[src/rtl/eth_pkt_tagger.sv]
// Avalon-ST pass-through that emits a 10-bit {channel, beat count} tag per packet.
// Define ETH_PKT_TAGGER_STATS_EN to build the completed-packet counter on pkt_count.
module eth_pkt_tagger (
    input  logic         clk_clk,
    input  logic         reset_reset,

    input  logic [127:0] in_data,
    input  logic         in_valid,
    output logic         in_ready,
    input  logic         in_startofpacket,
    input  logic         in_endofpacket,
    input  logic [3:0]   in_empty,
    input  logic [7:0]   in_channel,

    output logic [127:0] out_data,
    output logic         out_valid,
    input  logic         out_ready,
    output logic         out_startofpacket,
    output logic         out_endofpacket,
    output logic [3:0]   out_empty,
    output logic [7:0]   out_channel,

    output logic [9:0]   tag_data,
    output logic         tag_valid,
    input  logic         tag_ready,

    output logic [7:0]   err_count,
    output logic [31:0]  pkt_count
);

    typedef enum logic {
        IDLE,
        IN_PKT
    } state_t;

    state_t       state_q;
    logic [7:0]   cnt_q;
    logic [1:0]   chan_q;
    logic [7:0]   errCount_q;

    logic [127:0] outData_q;
    logic         outValid_q;
    logic         outSop_q;
    logic         outEop_q;
    logic [3:0]   outEmpty_q;
    logic [7:0]   outChannel_q;

    logic [9:0]   tagMem_q [8];
    logic [2:0]   wrPtr_q;
    logic [2:0]   rdPtr_q;
    logic [3:0]   tagCount_q;

    logic         accept;
    logic         tagFull;
    logic         tagPush;
    logic         tagPop;
    logic [9:0]   tagWord;
    logic         errInc;
    logic [7:0]   cntInc;

    // Backpressure only on EOP beats when full, since only those push a tag.
    assign tagFull  = (tagCount_q == 4'd8);
    assign in_ready = !reset_reset && (!outValid_q || out_ready)
                      && !(tagFull && in_endofpacket);
    assign accept   = in_valid && in_ready;
    assign cntInc   = (cnt_q == 8'hFF) ? 8'hFF : cnt_q + 8'd1;
    assign tagPop   = (tagCount_q != 4'd0) && tag_ready;

    always_ff @(posedge clk_clk) begin
        if (reset_reset) begin
            outValid_q <= 1'b0;
        end else if (accept) begin
            outValid_q <= 1'b1;
        end else if (out_ready) begin
            outValid_q <= 1'b0;
        end
    end

    always_ff @(posedge clk_clk) begin
        if (accept) begin
            outData_q    <= in_data;
            outSop_q     <= in_startofpacket;
            outEop_q     <= in_endofpacket;
            outEmpty_q   <= in_empty;
            outChannel_q <= in_channel;
        end
    end

    always_comb begin
        tagPush = 1'b0;
        tagWord = 10'd0;
        errInc  = 1'b0;
        if (accept) begin
            if (in_startofpacket) begin
                errInc = (state_q == IN_PKT);
                if (in_endofpacket) begin
                    tagPush = 1'b1;
                    tagWord = {in_channel[1:0], 8'd1};
                end
            end else if (state_q == IDLE) begin
                errInc = 1'b1;
            end else if (in_endofpacket) begin
                tagPush = 1'b1;
                tagWord = {chan_q, cntInc};
            end
        end
    end

    // A new SOP simply restarts the packet, abandoning any open one.
    always_ff @(posedge clk_clk) begin
        if (reset_reset) begin
            state_q    <= IDLE;
            cnt_q      <= 8'd0;
            chan_q     <= 2'd0;
            errCount_q <= 8'd0;
        end else if (accept) begin
            if (in_startofpacket) begin
                chan_q <= in_channel[1:0];
                if (in_endofpacket) begin
                    state_q <= IDLE;
                end else begin
                    state_q <= IN_PKT;
                    cnt_q   <= 8'd1;
                end
            end else if (state_q == IN_PKT) begin
                if (in_endofpacket) begin
                    state_q <= IDLE;
                end else begin
                    cnt_q <= cntInc;
                end
            end
            if (errInc && (errCount_q != 8'hFF)) begin
                errCount_q <= errCount_q + 8'd1;
            end
        end
    end

    always_ff @(posedge clk_clk) begin
        if (tagPush) begin
            tagMem_q[wrPtr_q] <= tagWord;
        end
    end

    always_ff @(posedge clk_clk) begin
        if (reset_reset) begin
            wrPtr_q    <= 3'd0;
            rdPtr_q    <= 3'd0;
            tagCount_q <= 4'd0;
        end else begin
            if (tagPush) begin
                wrPtr_q <= wrPtr_q + 3'd1;
            end
            if (tagPop) begin
                rdPtr_q <= rdPtr_q + 3'd1;
            end
            case ({tagPush, tagPop})
                2'b10:   tagCount_q <= tagCount_q + 4'd1;
                2'b01:   tagCount_q <= tagCount_q - 4'd1;
                default: tagCount_q <= tagCount_q;
            endcase
        end
    end

`ifdef ETH_PKT_TAGGER_STATS_EN
    logic [31:0] pktCount_q;

    always_ff @(posedge clk_clk) begin
        if (reset_reset) begin
            pktCount_q <= 32'd0;
        end else if (tagPush) begin
            pktCount_q <= pktCount_q + 32'd1;
        end
    end

    assign pkt_count = pktCount_q;
`else
    assign pkt_count = 32'd0;
`endif

    assign out_data          = outData_q;
    assign out_valid         = outValid_q;
    assign out_startofpacket = outSop_q;
    assign out_endofpacket   = outEop_q;
    assign out_empty         = outEmpty_q;
    assign out_channel       = outChannel_q;

    assign tag_data  = tagMem_q[rdPtr_q];
    assign tag_valid = (tagCount_q != 4'd0);
    assign err_count = errCount_q;

endmodule
[config.mk]
export PLATFORM = sky130hd
export DESIGN_NAME = eth_pkt_tagger
export DESIGN_NICKNAME = d
export VERILOG_FILES = /design/src/rtl/eth_pkt_tagger.sv
export SDC_FILE = /design/constraint.sdc
export NUM_CORES = 1
export LEC_CHECK = 0
export ABC_CLOCK_PERIOD_IN_PS = 5200
export CAP_MARGIN = 20
export CORE_UTILIZATION = 45
export DETAILED_ROUTE_END_ITERATION = 16
export HOLD_SLACK_MARGIN = 0.02
export PLACE_DENSITY = 0.82
export SYNTH_ARGS = -nofsm -noshare
export SYNTH_HDL_FRONTEND = slang
export SYNTH_SLANG_ARGS = --single-unit
[constraint.sdc]
create_clock -name clk_clk -period 5.2 [get_ports clk_clk]
set_input_delay 0.78 -clock clk_clk [delete_from_list [all_inputs] [get_ports clk_clk]]
set_output_delay 0.78 -clock clk_clk [all_outputs]
set_load 0.01 [all_outputs]
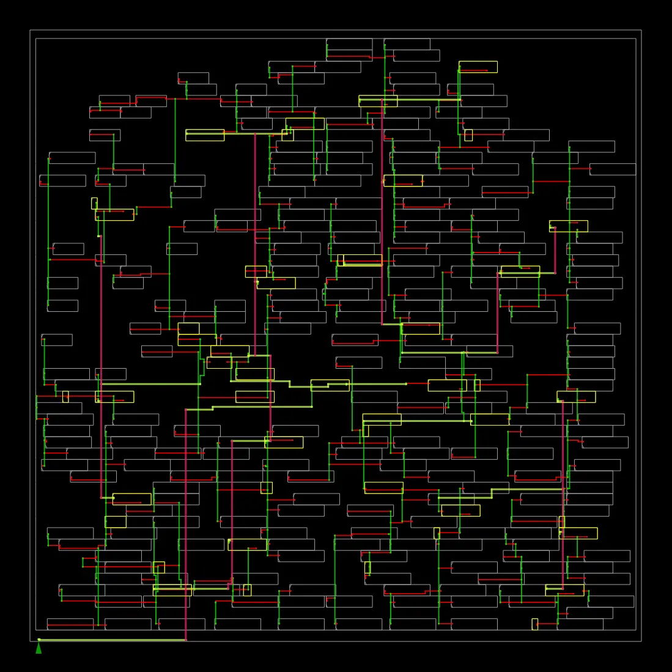
(clock routing)
seq_cells: 255
clkbuf count: 41
Clock Skews: 12.5 ps

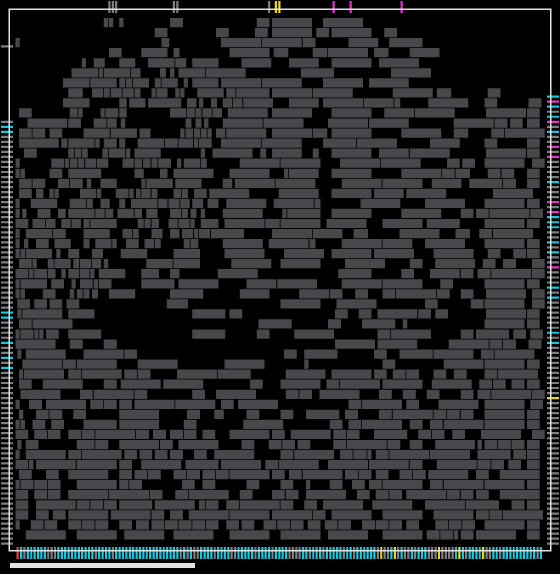
(pin map)
Scale bar: 50 um. Pins as bars across the die edge, other pins in gray.
[magenta] tag_data | pins: 10 | direction: output | edge: 7 right, 3 top
[yellow] out_channel | pins: 8 | direction: output | edge: 5 bottom, 2 top, 1 right
[cyan] in_data | pins: 128 | direction: input | edge: 107 bottom, 14 right, 7 left
[red] clk_clk | pins: 1 | direction: input | edge: bottom
all pins by edge: 155 bottom, 90 right, 86 left, 11 top
DIE HEIGHT: 146 um
Chip Width: 146 um

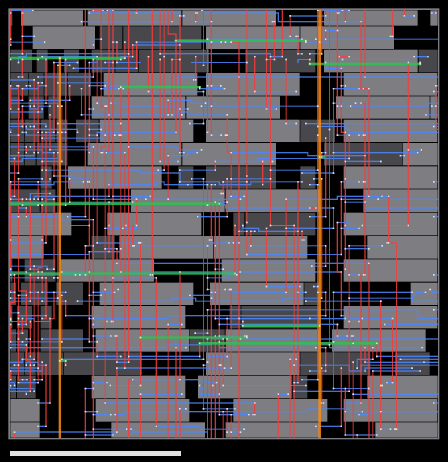
(zoomed window)
Scale bar: 20 um. Region (48, 77) to (98, 127) um. Cells in gray, sequential cells in the stronger gray; small squares are vias.
[green] met3
[red] met2
[blue] met1
[orange] met4
sequential cells in the window: 51
most frequent: edfxtp_1 (48)
cells with their middle in the window: 104
netlist names of flops here include: tagMem_q (45), out_channel (2)

==> results_dict.tcl <==
# yosys + openroad results
set metrics [dict create \
    dp.cells 1078 \
    dr.pass1.iters 4 \
    leakagePower_uw 0.00465 \
    dpl-instance-area_sq_um 12700 \
    first_iter_violations 338 \
    switchingPower_uw 957 \
    max_slew_margin_pct 27.2 \
    cpPeakStageDelay_ps 990 \
    crit_family "flip-flops" \
    slew_violations 0 \
    ys_sh_simple_pct 5.32 \
    chipArea_sq_um 21400 \
    cts_tree "built" \
    ys_top_logic_family "multiplexers" \
    finalWorstSetupSlack_ps 1660 \
    setup_viol 0 \
    rsz0062_at_grt "false" \
    combPwrFrac_pct 9.6 \
    slowest_stage "dfxtp_1" \
    end_kind "primary output" \
    worstSetupPathType "register to primary output" \
    drc 0 \
    tightestPinTransition_ps 1090 \
    cp_data_arrival_time_ps 2760 \
    status "complete, no violations" \
    tns_ps 0 \
    clk_latency_ps 530 \
    yosys.cell_types.count 57 \
    finalPower_uw 4570 \
    mostFrequentLayoutCells "clkdlybuf4s50_1, edfxtp_1, dfxtp_1" \
    p_comb_uw 438 \
    reg2reg_depth 11 \
    cp-start-kind "register" \
    crit_cells 3 \
    reg2reg_from "tagCount_q[1]$_SDFFE_PP0P_" \
]
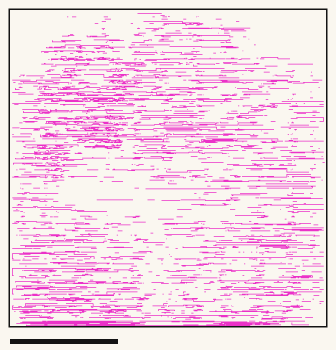
(signal wires on met1)
Scale bar: 50 um.
nets with wire on the layer: 885
longest straight run: 104 um
wire length on this layer: 9,720 um
vias: 5,712
overall routed net length: 24.8 mm
met1 GRT Util: 28.0%

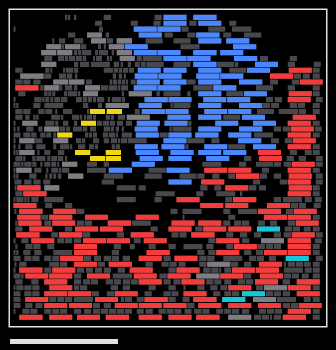
(where the registers sit)
Scale bar: 50 um. Other sequential cells in the stronger gray, the rest of the logic in the fainter gray.
[red] out_data | flops: 128
[yellow] cnt_q | flops: 8 | where: left middle
[blue] tagMem_q | flops: 80
[cyan] out_empty | flops: 4 | where: bottom right
not colored: 35
sequential power: 2320 uW
fin util: 66.6%
Reg area: 7330 sq um

## final cells by class
class / instances / area, sq um
clock buffers: 41 / 812
fillers: 1442 / 6780
well taps: 270 / 338
multi-input cells: 229 / 1810
repair buffers: 319 / 3170
clock inverters: 6 / 37.5
inverters: 5 / 23.8
flip-flops and latches: 255 / 7330
diodes: 2 / 5.00
## state kept, by name (all words and copies together), names as in the netlist, named ones only
register,count
out_empty,4
chan_q,2
tagCount_q,4
state_q,1
out_channel,8
tagMem_q,80
rdPtr_q,3
out_data,128
err_count,8
cnt_q,8
out_endofpacket,1
wrPtr_q,3
out_valid,1
out_startofpacket,1
## tightest hold or removal path, stage by stage (launching register included)
cell and delay (ps):
dfxtp_1 330, nand2_1 60, mux2i_1 50
Power and IR drop assume default switching activity.
